## config.mk

```make
export PLATFORM = sky130hd
export DESIGN_NAME = tx_frame_scheduler_flat
export DESIGN_NICKNAME = d
export VERILOG_FILES = /design/src/rtl/measure_pkg.sv /design/src/rtl/tx_frame_scheduler_if.sv /design/src/rtl/tx_rate_meter.sv /design/src/rtl/tx_frame_scheduler.sv /design/src/flat_wrapper.sv
export SDC_FILE = /design/constraint.sdc
export NUM_CORES = 1
export LEC_CHECK = 0
export ABC_AREA = 1
export CORE_ASPECT_RATIO = 0.6
export CORE_UTILIZATION = 55
export CTS_CLUSTER_DIAMETER = 50
export DETAILED_ROUTE_END_ITERATION = 10
export MAX_ROUTING_LAYER = met4
export PLACE_DENSITY_LB_ADDON = 0.3
export SLEW_MARGIN = 5
export SYNTH_ARGS = -nofsm -noshare
export SYNTH_HDL_FRONTEND = slang
export SYNTH_HIERARCHICAL = 1
export SYNTH_SLANG_ARGS = --single-unit
export TNS_END_PERCENT = 100
```

## constraint.sdc

```tcl
create_clock -name sys_clk -period 7.7 [get_ports sys_clk]
set_input_delay 2.31 -clock sys_clk [delete_from_list [all_inputs] [get_ports sys_clk]]
set_output_delay 2.31 -clock sys_clk [all_outputs]
set_load 0.005 [all_outputs]
```

## src/rtl/measure_pkg.sv

```systemverilog
// rtl/measure_pkg.sv - shared encodings and helpers for the TX/RX measurement blocks
// Contents: scheduler state encoding, generator frame-kind codes, broadcast MAC,
//   FCS length and a saturating 32-bit adder.
package measure_pkg;

    typedef enum logic [2:0] {
        TX_IDLE        = 3'd0,
        TX_REQ_ARP     = 3'd1,
        TX_WAIT_ARPREP = 3'd2,
        TX_SEND        = 3'd3,
        TX_GAP         = 3'd4
    } tx_state_e;

    typedef logic [1:0] gen_kind_t;

    localparam gen_kind_t   KIND_ARP  = 2'd0;
    localparam gen_kind_t   KIND_V4   = 2'd1;
    localparam gen_kind_t   KIND_V6   = 2'd2;
    localparam logic [47:0] BCAST_MAC = 48'hffff_ffff_ffff;
    localparam logic [15:0] FCS_LEN   = 16'd4;

    // Rate counters pin at all-ones instead of wrapping.
    function automatic logic [31:0] sat_add32(input logic [31:0] a, input logic [31:0] b);
        logic [32:0] sum;
        sum = {1'b0, a} + {1'b0, b};
        return sum[32] ? 32'hffff_ffff : sum[31:0];
    endfunction

endpackage

```

## src/rtl/tx_frame_scheduler_if.sv

```systemverilog
// rtl/tx_frame_scheduler_if.sv - scheduler <-> XGMII frame generator handshake
// Signals: gen_start (frame start pulse), gen_kind (ARP/V4/V6, held for the frame),
//   tx_dst_mac (destination MAC), gen_done (terminate-word pulse from the generator).
// Modports: master = scheduler side, slave = generator side.
interface tx_frame_scheduler_if;
    import measure_pkg::*;

    logic        gen_start;
    gen_kind_t   gen_kind;
    logic [47:0] tx_dst_mac;
    logic        gen_done;

    modport master (output gen_start, output gen_kind, output tx_dst_mac, input gen_done);
    modport slave  (input gen_start, input gen_kind, input tx_dst_mac, output gen_done);

endinterface

```

## src/rtl/tx_rate_meter.sv

```systemverilog
// rtl/tx_rate_meter.sv - per-second event/byte meter with saturating accumulators
// Ports: sys_clk, sys_rst (async, active-high); sec_oneshot closes a window;
//   cnt_valid/cnt_bytes add one event of cnt_bytes bytes; pps/bytes_per_sec hold
//   the totals of the last complete window.
module tx_rate_meter
    import measure_pkg::*;
(
    input  logic        sys_clk,
    input  logic        sys_rst,
    input  logic        sec_oneshot,
    input  logic        cnt_valid,
    input  logic [31:0] cnt_bytes,
    output logic [31:0] pps,
    output logic [31:0] bytes_per_sec
);

    logic [31:0] pps_acc_q, pps_acc_d;
    logic [31:0] byte_acc_q, byte_acc_d;
    logic [31:0] pps_q, pps_d;
    logic [31:0] bps_q, bps_d;
    logic [31:0] pps_inc, byte_inc;

    always_comb begin
        pps_inc  = cnt_valid ? 32'd1 : 32'd0;
        byte_inc = cnt_valid ? cnt_bytes : 32'd0;
        pps_d    = pps_q;
        bps_d    = bps_q;
        if (sec_oneshot) begin
            // Publish the closed window and seed the new one with this cycle's
            // event so a frame ending on the boundary is not lost.
            pps_d      = pps_acc_q;
            bps_d      = byte_acc_q;
            pps_acc_d  = pps_inc;
            byte_acc_d = byte_inc;
        end else begin
            pps_acc_d  = sat_add32(pps_acc_q, pps_inc);
            byte_acc_d = sat_add32(byte_acc_q, byte_inc);
        end
    end

    always_ff @(posedge sys_clk or posedge sys_rst) begin
        if (sys_rst) begin
            pps_acc_q  <= 32'd0;
            byte_acc_q <= 32'd0;
            pps_q      <= 32'd0;
            bps_q      <= 32'd0;
        end else begin
            pps_acc_q  <= pps_acc_d;
            byte_acc_q <= byte_acc_d;
            pps_q      <= pps_d;
            bps_q      <= bps_d;
        end
    end

    assign pps           = pps_q;
    assign bytes_per_sec = bps_q;

endmodule

```

## src/rtl/tx_frame_scheduler.sv

```systemverilog
// rtl/tx_frame_scheduler.sv - TX port sequencer: ARP resolution, then gapped test frames
// Ports: sys_clk, sys_rst (async, active-high); sec_oneshot; tx_enable, tx_ipv6,
//   tx_req_arp, tx_frame_len, tx_inter_frame_gap (user registers); arp_reply_valid,
//   arp_reply_mac (RX side); gen (generator handshake, master); tx_pps, tx_throughput
//   (last-second rates); arp_fail (sticky until tx_enable drops).
module tx_frame_scheduler
    import measure_pkg::*;
#(
    parameter logic [31:0] ARP_TIMEOUT = 32'd156250,
    parameter logic [3:0]  ARP_RETRY   = 4'd3,
    parameter logic [31:0] MIN_GAP     = 32'd2
) (
    input  logic                        sys_clk,
    input  logic                        sys_rst,
    input  logic                        sec_oneshot,
    input  logic                        tx_enable,
    input  logic                        tx_ipv6,
    input  logic                        tx_req_arp,
    input  logic [15:0]                 tx_frame_len,
    input  logic [31:0]                 tx_inter_frame_gap,
    input  logic                        arp_reply_valid,
    input  logic [47:0]                 arp_reply_mac,
    tx_frame_scheduler_if.master        gen,
    output logic [31:0]                 tx_pps,
    output logic [31:0]                 tx_throughput,
    output logic                        arp_fail
);

    tx_state_e   state_q, state_d;
    logic        open_q, open_d;          // a frame is in flight at the generator
    gen_kind_t   kind_q, kind_d;
    logic [15:0] len_q, len_d;
    logic [47:0] mac_q, mac_d;
    logic        resolved_q, resolved_d;
    logic        arp_fail_q, arp_fail_d;
    logic [3:0]  retry_q, retry_d;
    logic [31:0] timer_q, timer_d;
    logic [31:0] gap_q, gap_d;

    logic        gen_start;
    gen_kind_t   gen_kind;
    logic        count_valid;
    logic [31:0] gap_load;
    logic [3:0]  retry_inc;
    logic [31:0] frame_bytes;

    assign gap_load    = (tx_inter_frame_gap < MIN_GAP) ? MIN_GAP : tx_inter_frame_gap;
    assign retry_inc   = retry_q + 4'd1;
    assign frame_bytes = {16'd0, len_q} + {16'd0, FCS_LEN};

    always_comb begin
        state_d     = state_q;
        open_d      = open_q;
        kind_d      = kind_q;
        len_d       = len_q;
        mac_d       = mac_q;
        resolved_d  = resolved_q;
        arp_fail_d  = arp_fail_q;
        retry_d     = retry_q;
        timer_d     = timer_q;
        gap_d       = gap_q;
        gen_start   = 1'b0;
        gen_kind    = kind_q;
        count_valid = 1'b0;

        case (state_q)
            TX_IDLE: begin
                if (tx_enable) begin
                    if (tx_req_arp && !resolved_q) begin
                        // After a failed resolution stay parked until tx_enable drops.
                        if (!arp_fail_q) begin
                            state_d = TX_REQ_ARP;
                            retry_d = 4'd0;
                            mac_d   = BCAST_MAC;
                        end
                    end else begin
                        state_d = TX_SEND;
                    end
                end
            end

            TX_REQ_ARP: begin
                if (!open_q) begin
                    gen_start = 1'b1;
                    kind_d    = KIND_ARP;
                    gen_kind  = KIND_ARP;
                    open_d    = 1'b1;
                end else if (gen.gen_done) begin
                    open_d  = 1'b0;
                    timer_d = 32'd0;
                    state_d = TX_WAIT_ARPREP;
                end
            end

            TX_WAIT_ARPREP: begin
                // A reply on the timeout cycle is still accepted.
                if (arp_reply_valid) begin
                    mac_d      = arp_reply_mac;
                    resolved_d = 1'b1;
                    if (tx_enable) begin
                        gap_d   = gap_load - 32'd1;
                        state_d = TX_GAP;
                    end else begin
                        state_d = TX_IDLE;
                    end
                end else if (timer_q == ARP_TIMEOUT - 32'd1) begin
                    retry_d = retry_inc;
                    if (!tx_enable) begin
                        state_d = TX_IDLE;
                    end else if (retry_inc < ARP_RETRY) begin
                        mac_d   = BCAST_MAC;
                        state_d = TX_REQ_ARP;
                    end else begin
                        arp_fail_d = 1'b1;
                        state_d    = TX_IDLE;
                    end
                end else begin
                    timer_d = timer_q + 32'd1;
                end
            end

            TX_SEND: begin
                if (!open_q) begin
                    gen_start = 1'b1;
                    kind_d    = tx_ipv6 ? KIND_V6 : KIND_V4;
                    gen_kind  = kind_d;
                    len_d     = tx_frame_len;
                    open_d    = 1'b1;
                end else if (gen.gen_done) begin
                    open_d      = 1'b0;
                    count_valid = 1'b1;
                    gap_d       = gap_load - 32'd1;
                    state_d     = TX_GAP;
                end
            end

            TX_GAP: begin
                if (gap_q == 32'd0) begin
                    state_d = tx_enable ? TX_SEND : TX_IDLE;
                end else begin
                    gap_d = gap_q - 32'd1;
                end
            end

            default: state_d = TX_IDLE;
        endcase

        if (!tx_enable) begin
            resolved_d = 1'b0;
            arp_fail_d = 1'b0;
        end
    end

    always_ff @(posedge sys_clk or posedge sys_rst) begin
        if (sys_rst) begin
            state_q    <= TX_IDLE;
            open_q     <= 1'b0;
            kind_q     <= KIND_ARP;
            len_q      <= 16'd0;
            mac_q      <= BCAST_MAC;
            resolved_q <= 1'b0;
            arp_fail_q <= 1'b0;
            retry_q    <= 4'd0;
            timer_q    <= 32'd0;
            gap_q      <= 32'd0;
        end else begin
            state_q    <= state_d;
            open_q     <= open_d;
            kind_q     <= kind_d;
            len_q      <= len_d;
            mac_q      <= mac_d;
            resolved_q <= resolved_d;
            arp_fail_q <= arp_fail_d;
            retry_q    <= retry_d;
            timer_q    <= timer_d;
            gap_q      <= gap_d;
        end
    end

    tx_rate_meter u_rate_meter (
        .sys_clk       (sys_clk),
        .sys_rst       (sys_rst),
        .sec_oneshot   (sec_oneshot),
        .cnt_valid     (count_valid),
        .cnt_bytes     (frame_bytes),
        .pps           (tx_pps),
        .bytes_per_sec (tx_throughput)
    );

    assign gen.gen_start  = gen_start;
    assign gen.gen_kind   = gen_kind;
    assign gen.tx_dst_mac = mac_q;
    assign arp_fail       = arp_fail_q;

endmodule

```

## src/flat_wrapper.sv

```systemverilog
// flat-port wrapper written by rule: the top's interface ports become plain ports
module tx_frame_scheduler_flat import measure_pkg::*;
#(
    parameter logic [31:0] ARP_TIMEOUT = 32'd156250,
    parameter logic [3:0]  ARP_RETRY   = 4'd3,
    parameter logic [31:0] MIN_GAP     = 32'd2
)
  (sys_clk, sys_rst, sec_oneshot, tx_enable, tx_ipv6, tx_req_arp, tx_frame_len, tx_inter_frame_gap, arp_reply_valid, arp_reply_mac, tx_pps, tx_throughput, arp_fail, gen_gen_start, gen_gen_kind, gen_tx_dst_mac, gen_gen_done);
  tx_frame_scheduler_if gen_i ();
  input  logic sys_clk;
  input  logic sys_rst;
  input  logic sec_oneshot;
  input  logic tx_enable;
  input  logic tx_ipv6;
  input  logic tx_req_arp;
  input  logic [15:0] tx_frame_len;
  input  logic [31:0] tx_inter_frame_gap;
  input  logic arp_reply_valid;
  input  logic [47:0] arp_reply_mac;
  output logic [31:0] tx_pps;
  output logic [31:0] tx_throughput;
  output logic arp_fail;
  output wire logic [$bits(gen_i.gen_start)-1:0] gen_gen_start;
  output wire logic [$bits(gen_i.gen_kind)-1:0] gen_gen_kind;
  output wire logic [$bits(gen_i.tx_dst_mac)-1:0] gen_tx_dst_mac;
  input wire logic [$bits(gen_i.gen_done)-1:0] gen_gen_done;
  assign gen_gen_start = gen_i.gen_start;
  assign gen_gen_kind = gen_i.gen_kind;
  assign gen_tx_dst_mac = gen_i.tx_dst_mac;
  assign gen_i.gen_done = gen_gen_done;
  tx_frame_scheduler #(.ARP_TIMEOUT(ARP_TIMEOUT), .ARP_RETRY(ARP_RETRY), .MIN_GAP(MIN_GAP)) u_core (.sys_clk(sys_clk), .sys_rst(sys_rst), .sec_oneshot(sec_oneshot), .tx_enable(tx_enable), .tx_ipv6(tx_ipv6), .tx_req_arp(tx_req_arp), .tx_frame_len(tx_frame_len), .tx_inter_frame_gap(tx_inter_frame_gap), .arp_reply_valid(arp_reply_valid), .arp_reply_mac(arp_reply_mac), .gen(gen_i), .tx_pps(tx_pps), .tx_throughput(tx_throughput), .arp_fail(arp_fail));
endmodule
```

==> run_1/pdn.png <==
The bar under the picture is 50 µm long. Pins as bars on the die edge. Tap cells in gray.
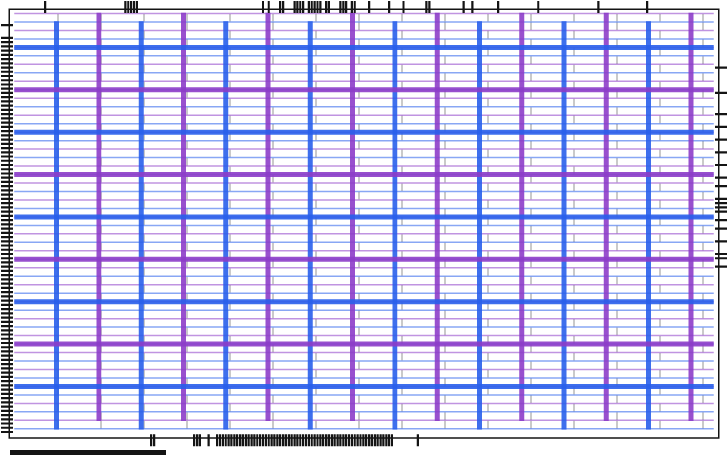
[VSS] blue
[VDD] purple
met4 straps: 16
met5 straps: 9
tap cells: 408
rows: 49
met1 rails: 50

==> run_1/cell_classes.png <==
The bar under the picture is 50 µm long.
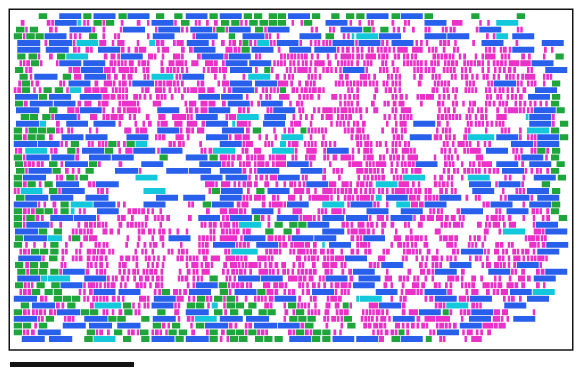
[flip-flops] blue | cells: 268 | share of their area: 34%
[all other logic] magenta | cells: 2095 | share of their area: 49%
[clock drivers and dummy loads] cyan | cells: 50 | share of their area: 4.8%
[other buffers and delay cells] green | cells: 228 | share of their area: 11%

==> qor.json, run 1 <==
{
  "synth_flops": {"value": 268},
  "clockNetworkPower": {"value": 1.41, "unit": "mW"},
  "synth_area": {"value": 16700, "unit": "µm²"},
  "tritoncts_buffers": {"value": 28},
  "ys_types": {"value": 45},
  "wl_met1": {"value": 22600, "unit": "µm"},
  "diodes": {"value": 0},
  "fp.dieArea": {"value": 31200, "unit": "µm²"},
  "drc": {"value": 0},
  "result_of_the_run": {"value": "finished, final reports clean"},
  "yosys.area_share.aoi": {"value": 0.0761},
  "layout.cells.most_common_list": {"value": "sky130_fd_sc_hd__nand2_1 (766), sky130_fd_sc_hd__inv_1 (374), sky130_fd_sc_hd__nor2_1 (307)"},
  "final_layout_top_logic_cell": {"value": "sky130_fd_sc_hd__nand2_1"},
  "area_share_nonclk_buffers": {"value": 0.112},
  "peakVddDrop": {"value": 247, "unit": "µV"},
  "enable_flop_cells": {"value": 0},
  "filler_cell_count": {"value": 2659},
  "cts_root_buffer": {"value": "sky130_fd_sc_hd__clkbuf_16"},
  "die_ht": {"value": 137, "unit": "µm"},
  "largest_class": {"value": "combinational gates"},
  "worstReg2RegEnd": {"value": "u_core/u_rate_meter/byte_acc_q[1]"},
  "coreArea": {"value": 29900, "unit": "µm²"},
  "maxCapViolations": {"value": 0},
  "total_power": {"value": 5.13, "unit": "mW"},
  "ys_sh_simple": {"value": 0.331},
  "startpoint_type": {"value": "primary input"},
  "boundaryPins": {"value": 220},
  "post_route_cells_drive_above_1_share": {"value": 0.0727},
  "reg2reg_from": {"value": "u_core/state_q[2]"},
  "maxPowerGroup": {"value": "sequential cells"},
  "cellPowerDensity": {"value": 254, "unit": "nW/µm²"},
  "ys_dominant_reg_cell": {"value": "sky130_fd_sc_hd__dfrtp_1"},
  "totalNegativeSetupSlack": {"value": 0, "unit": "ps"},
  "p_sw": {"value": 1.88, "unit": "mW"},
  "dr_total_vias": {"value": 15821},
  "mux_area_frac": {"value": 0.00336},
  "met3WireLength": {"value": 4630, "unit": "µm"},
  "drt.antenna.violating_nets": {"value": 0},
  "regToRegSetupSlack": {"value": 3070, "unit": "ps"},
  "clkSlewWorstSetupHoldPaths": {"value": 60, "unit": "ps"},
  "grt_use_met3": {"value": 0.0764},
  "firstDrtPassIters": {"value": 6},
  "share_clk_of_total_power": {"value": 0.275},
  "netlist.top_cell.by_area": {"value": "sky130_fd_sc_hd__dfrtp_1"},
  "sh_comb_area": {"value": 0.408},
  "netSwitchingFraction": {"value": 0.366},
  "crit_path_end_kind": {"value": "register"},
  "netlist_logic_family_top": {"value": "simple AND/OR/NAND/NOR gates"},
  "seq_cell_power": {"value": 1.99, "unit": "mW"},
  "count_of_tool_warnings": {"value": 28},
  "tapCellCount": {"value": 408},
  "finalWirelength": {"value": 47100, "unit": "µm"},
  "timing_max_transition_violations_final": {"value": 0},
  "global_route_wire_length_before_repair": {"value": 76300, "unit": "µm"},
  "detail_route.wl_per_cell": {"value": 15.4, "unit": "µm"},
  "whs_path_depth": {"value": 2},
  "timing.clock.skew": {"value": 12.2, "unit": "ps"},
  "synthXorXnorAreaFrac": {"value": 0.0466},
  "holdCritStartpoint": {"value": "u_core/gen.tx_dst_mac[19]"},
  "report.final.setup_viol": {"value": 0},
  "numSequentialCells": {"value": 268},
  "finalCritPeriodShare": {"value": 0.775},
  "p_int": {"value": 3.25, "unit": "mW"},
  "area_growth_syn_to_layout": {"value": 20.6, "unit": "%"},
  "leakage": {"value": 10.4, "unit": "nW"}
}
==> run_1/clock_map.png <==
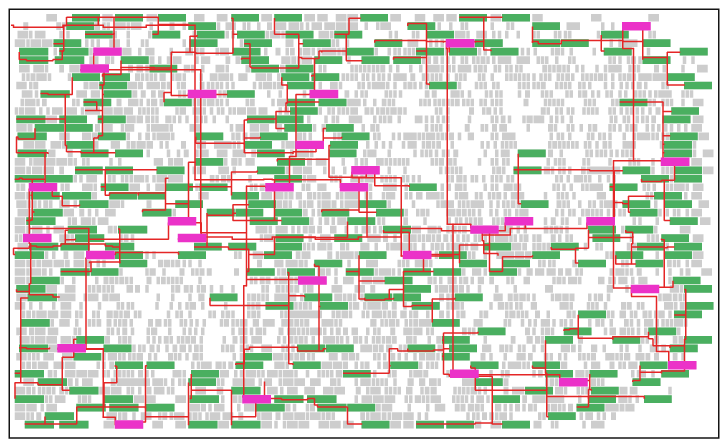
[clock wires] red | length: 3680 µm
[flip-flops] green | count: 268
[cells driving clock nets] magenta | count: 28
flops lie: spread over the die
routed clock nets: 29

run 1: cell usage after synthesis (3+ instances only):
cell type	number
sky130_fd_sc_hd__and2_1	3
sky130_fd_sc_hd__nor3_2	6
sky130_fd_sc_hd__nand3_1	96
sky130_fd_sc_hd__nand4_1	29
sky130_fd_sc_hd__inv_1	376
sky130_fd_sc_hd__nor2_2	17
sky130_fd_sc_hd__clkbuf_1	44
sky130_fd_sc_hd__buf_2	7
sky130_fd_sc_hd__o21ai_1	18
sky130_fd_sc_hd__a31oi_1	3
sky130_fd_sc_hd__a21oi_1	102
sky130_fd_sc_hd__o21ai_2	8
sky130_fd_sc_hd__xnor2_1	10
sky130_fd_sc_hd__nor3_1	39
sky130_fd_sc_hd__nor2_1	308
sky130_fd_sc_hd__xor2_1	79
sky130_fd_sc_hd__nand2_2	11
sky130_fd_sc_hd__dfstp_2	48
sky130_fd_sc_hd__o21ai_0	89
sky130_fd_sc_hd__buf_6	10
sky130_fd_sc_hd__nand3_2	4
sky130_fd_sc_hd__o31ai_1	4
sky130_fd_sc_hd__ha_1	40
sky130_fd_sc_hd__dfrtp_1	220
sky130_fd_sc_hd__nand3b_1	4
sky130_fd_sc_hd__nor2_4	7
sky130_fd_sc_hd__nand2_1	766
sky130_fd_sc_hd__mux2_2	5
sky130_fd_sc_hd__a21oi_2	10
sky130_fd_sc_hd__nor4_1	20
sky130_fd_sc_hd__buf_4	3
sky130_fd_sc_hd__inv_2	10
run 1: metrics by stage:
step                      cells  worst slack [ps]  cell area [µm²]
after floorplan            2429              1720            16800
after global placement     2999              1450            19200
after detailed placement   2999              1250            19200
after CTS                  3049              1850            20200
after global routing       3049              1430            20200
final                      3049              1730            20200
run 1: sequential cells by signal (all words and copies together), names as in the netlist:
| register | flops |
|---|---|
| u_core/state_q | 3 |
| u_core/u_rate_meter/pps_acc_q | 32 |
| u_core/u_rate_meter/byte_acc_q | 32 |
| u_core/gap_q | 32 |
| u_core/resolved_q | 1 |
| u_core/open_q | 1 |
| u_core/timer_q | 32 |
| u_core/len_q | 16 |
| u_core/arp_fail | 1 |
| u_core/retry_q | 4 |
| u_core/u_rate_meter/pps | 32 |
| u_core/kind_q | 2 |
| u_core/gen.tx_dst_mac | 48 |
| u_core/u_rate_meter/bytes_per_sec | 32 |
run 1: worst max-delay path: stages:
cell and delay (ps):
sky130_fd_sc_hd__clkdlybuf4s50_1 460, sky130_fd_sc_hd__nand2_1 80, sky130_fd_sc_hd__nor2_2 830, sky130_fd_sc_hd__buf_4 350, sky130_fd_sc_hd__nand2_1 70, sky130_fd_sc_hd__inv_1 80, sky130_fd_sc_hd__ha_1 280, sky130_fd_sc_hd__nand2_1 160
sky130_fd_sc_hd__inv_1 50, sky130_fd_sc_hd__nand2_1 60, sky130_fd_sc_hd__nand2_1 80, sky130_fd_sc_hd__a21oi_1 150, sky130_fd_sc_hd__nand2_2 110, sky130_fd_sc_hd__nand3_1 90, sky130_fd_sc_hd__nand3_1 670, sky130_fd_sc_hd__o21ai_0 480
sky130_fd_sc_hd__inv_1 80
==> run_1/final_congestion.png <==
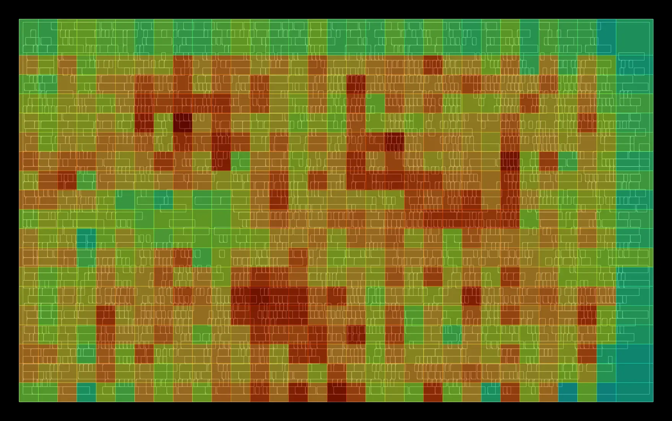

==> run 2, diff against run 1 <==
==> constraint.sdc (replaced) <==
create_clock -name sys_clk -period 5.5 [get_ports sys_clk]
set_input_delay 1.65 -clock sys_clk [delete_from_list [all_inputs] [get_ports sys_clk]]
set_output_delay 1.65 -clock sys_clk [all_outputs]
set_load 0.005 [all_outputs]
==> run_2/final_congestion.png <==
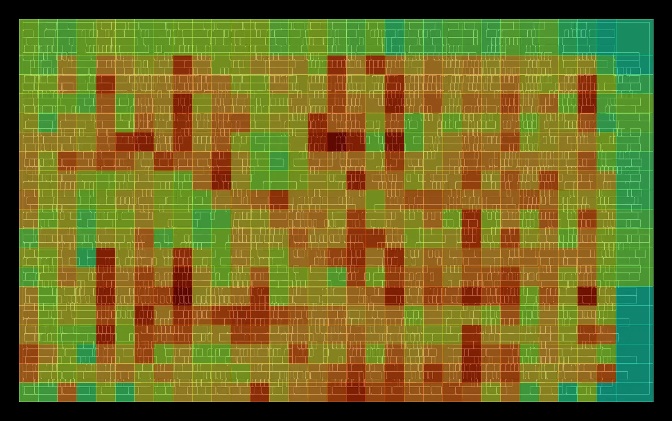
final core occ: 0.679
Most Used Layer, Global Route: met1

==> run 2 against run 1 <==
Effect of this change: clock skew is essentially flat; core utilization rose by 0.41 points; clock-buffer cell count is 3 lower; setup slack got worse by 710 ps; critical endpoint is now gen_gen_kind[0]; largest cell class unchanged; highest routed layer unchanged.
==> qor.json, run 2 <==
{
  "crit_path_end_kind": {"value": "primary output"},
  "reg2reg_from": {"value": "u_core/len_q[3]"},
  "ys_seq_frac": {"value": 0.404},
  "die_ht": {"value": 137, "unit": "µm", "change": "unchanged"},
  "area_growth_syn_to_layout": {"value": 21.4, "unit": "%"},
  "cellPowerDensity": {"value": 363, "unit": "nW/µm²", "change": "+43%"},
  "result_of_the_run": {"value": "finished, final reports clean"},
  "ys_types": {"value": 45, "change": "unchanged"},
  "clk_path_buf_depth": {"value": 3},
  "filler_cell_count": {"value": 2616, "change": "-1.6%"},
  "drt.antenna.violating_nets": {"value": 0, "change": "unchanged"},
  "leakage": {"value": 10.4, "unit": "nW", "change": "+0.68%"},
  "detail_route.wl_per_cell": {"value": 16.0, "unit": "µm", "change": "+3.7%"},
  "holdCritStartpoint": {"value": "u_core/gen.tx_dst_mac[11]"},
  "peakVddDrop": {"value": 278, "unit": "µV", "change": "+12%"},
  "number_of_global_route_vias_before_repair": {"value": 14858},
  "synth-warning-count": {"value": 6},
  "post_route_cells_drive_above_1_share": {"value": 0.0745, "change": "+0.00175"},
  "timing.clock.skew": {"value": 12.4, "unit": "ps", "change": "+0.197 ps"},
  "synth_area": {"value": 16700, "unit": "µm²", "change": "unchanged"},
  "cp.required": {"value": 3850, "unit": "ps"},
  "enable_flop_cells": {"value": 0, "change": "unchanged"},
  "cts_root_buffer": {"value": "sky130_fd_sc_hd__clkbuf_16"},
  "path_common_cell": {"value": "sky130_fd_sc_hd__clkdlybuf4s50_1"},
  "timing_max_transition_violations_final": {"value": 0, "change": "unchanged"},
  "finalWirelength": {"value": 49000, "unit": "µm", "change": "+4.0%"},
  "fp.dieArea": {"value": 31200, "unit": "µm²", "change": "unchanged"},
  "drc": {"value": 0, "change": "unchanged"},
  "finalCritPeriodShare": {"value": 0.814},
  "netlist.top_cell.by_area": {"value": "sky130_fd_sc_hd__dfrtp_1"},
  "dr_total_vias": {"value": 16033, "change": "+1.3%"},
  "cpMaxStageDelayCell": {"value": "sky130_fd_sc_hd__clkdlybuf4s50_1"},
  "firstDrtPassIters": {"value": 5, "change": "-1"},
  "layout.cells.most_common_list": {"value": "sky130_fd_sc_hd__nand2_1 (766), sky130_fd_sc_hd__inv_1 (374), sky130_fd_sc_hd__nor2_1 (307)"},
  "synth_flops": {"value": 268, "change": "unchanged"},
  "report.final.setup_viol": {"value": 0, "change": "unchanged"},
  "place.port_buffers": {"value": 219},
  "first_iter_violations": {"value": 1542},
  "path_cells": {"value": "clkdlybuf4s50_1, o21ai_0, clkdlybuf4s50_1"},
  "synth.cells.most_frequent": {"value": "sky130_fd_sc_hd__nand2_1 (766), sky130_fd_sc_hd__inv_1 (376), sky130_fd_sc_hd__nor2_1 (308)"},
  "critPathMaxStageDelay": {"value": 540, "unit": "ps", "change": "-290 ps"},
  "synthMostInstantiatedCell": {"value": "sky130_fd_sc_hd__nand2_1"},
  "total_power": {"value": 7.37, "unit": "mW", "change": "+44%"},
  "boundaryPins": {"value": 220, "change": "unchanged"},
  "whs_path_depth": {"value": 2, "change": "unchanged"},
  "tritoncts": {"value": "done"},
  "final_layout_top_logic_cell": {"value": "sky130_fd_sc_hd__nand2_1"},
  "slew-limit-headroom": {"value": 0.285},
  "number_of_standard_cells_in_the_final_layout_excluding_fillers": {"value": 3059, "change": "+0.33%"},
  "ys_dominant_reg_cell": {"value": "sky130_fd_sc_hd__dfrtp_1"},
  "largest_reg_flops": {"value": 48, "change": "unchanged"},
  "global_route_wire_length_before_repair": {"value": 77800, "unit": "µm", "change": "+2.0%"},
  "totalNegativeSetupSlack": {"value": 0, "unit": "ps", "change": "unchanged"},
  "startpoint_type": {"value": "primary input"},
  "post-place-cells": {"value": 3002, "change": "+0.10%"},
  "maxCapViolations": {"value": 0, "change": "unchanged"},
  "clkSlewWorstSetupHoldPaths": {"value": 60, "unit": "ps", "change": "about the same"},
  "count_of_tool_warnings": {"value": 32, "change": "+14%"},
  "worst_hold_class": {"value": "reg2reg"},
  "tritoncts_buffers": {"value": 28, "change": "unchanged"},
  "coreArea": {"value": 29900, "unit": "µm²", "change": "unchanged"},
  "cts_hold_repair.buffers": {"value": 0}
}
## run 2: cell types whose count changed in the layout (fill, tap and decap cells not counted), sizes merged
cell	delta
inv	+3
clkinvlp	-4
diode	+5
bufinv	+3
buf	+3
clkinv	+3
clkbuf	-3
## run 2: logic make-up after synthesis
kind of cell / synth area share
AOI/OAI and AO/OA: 0.0761
xor gates and xnor gates: 0.0466
adders and majority gates: 0.0311
buffers and inverters: 0.108
DFF: 0.404
muxes: 0.00336
other: 0.000224
and+or+nand+nor: 0.331
## run 2: worst paths after layout
kind / slack, ps / to
min in group asynchronous: 1880 / u_core/u_rate_meter/pps[2]
worst max-delay path: 1020 / gen_gen_kind[0]
worst max register to register: 1870 / u_core/u_rate_meter/byte_acc_q[1]
max in group asynchronous: 2620 / u_core/gen.tx_dst_mac[31]
worst min register to register: 460 / u_core/gen.tx_dst_mac[11]
worst min-delay path: 460 / u_core/gen.tx_dst_mac[11]
## run 2: final cells by class
class	count	area, µm²	area share
sequential	268	6770	0.333
timing repair buffer	231	2290	0.113
multi-input combinational	1707	8240	0.406
clock inverter	18	272	0.0134
antenna	5	12.5	0.000616
inverter	388	1470	0.0723
tap	408	510	0.0251
clock buffer	34	754	0.0371
## run 2: report_power, final
| part | internal [mW] | switching (mW) | total [mW] |
|---|---|---|---|
| logic | 0.933 | 1.52 | 2.45 |
| clock network | 1.27 | 0.854 | 2.13 |
| registers | 2.49 | 0.308 | 2.80 |
| total | 4.69 | 2.68 | 7.37 |
## run 2: per-stage QoR
stage / hold WS, ps / worst slack, ps / util / area, µm²
6_report: 461 / 1020 / 0.679 / 20300
2_1_floorplan: 453 / 177 / - / 16800
3_3_place_gp: 449 / 1050 / 0.644 / 19300
5_1_grt: 476 / 975 / 0.679 / 20300
4_1_cts: 461 / 1020 / 0.678 / 20300
3_5_place_dp: 452 / 924 / 0.644 / 19300
## run 2: layer usage
layer,global-route usage,up-vias,part of all wire
met5,-,-,0
met4,0.0552,0,0.014
met3,0.0721,47,0.095
met2,0.448,682,0.40
met1,0.499,7433,0.49
li1,-,7871,-
## run 2: critical path, delay by kind of cell
family                 cells  cell delay, ps
buffers and inverters      2             960
AND-OR/OR-AND              1             220
No activity file was given, so power comes from the tool's default toggle rates.
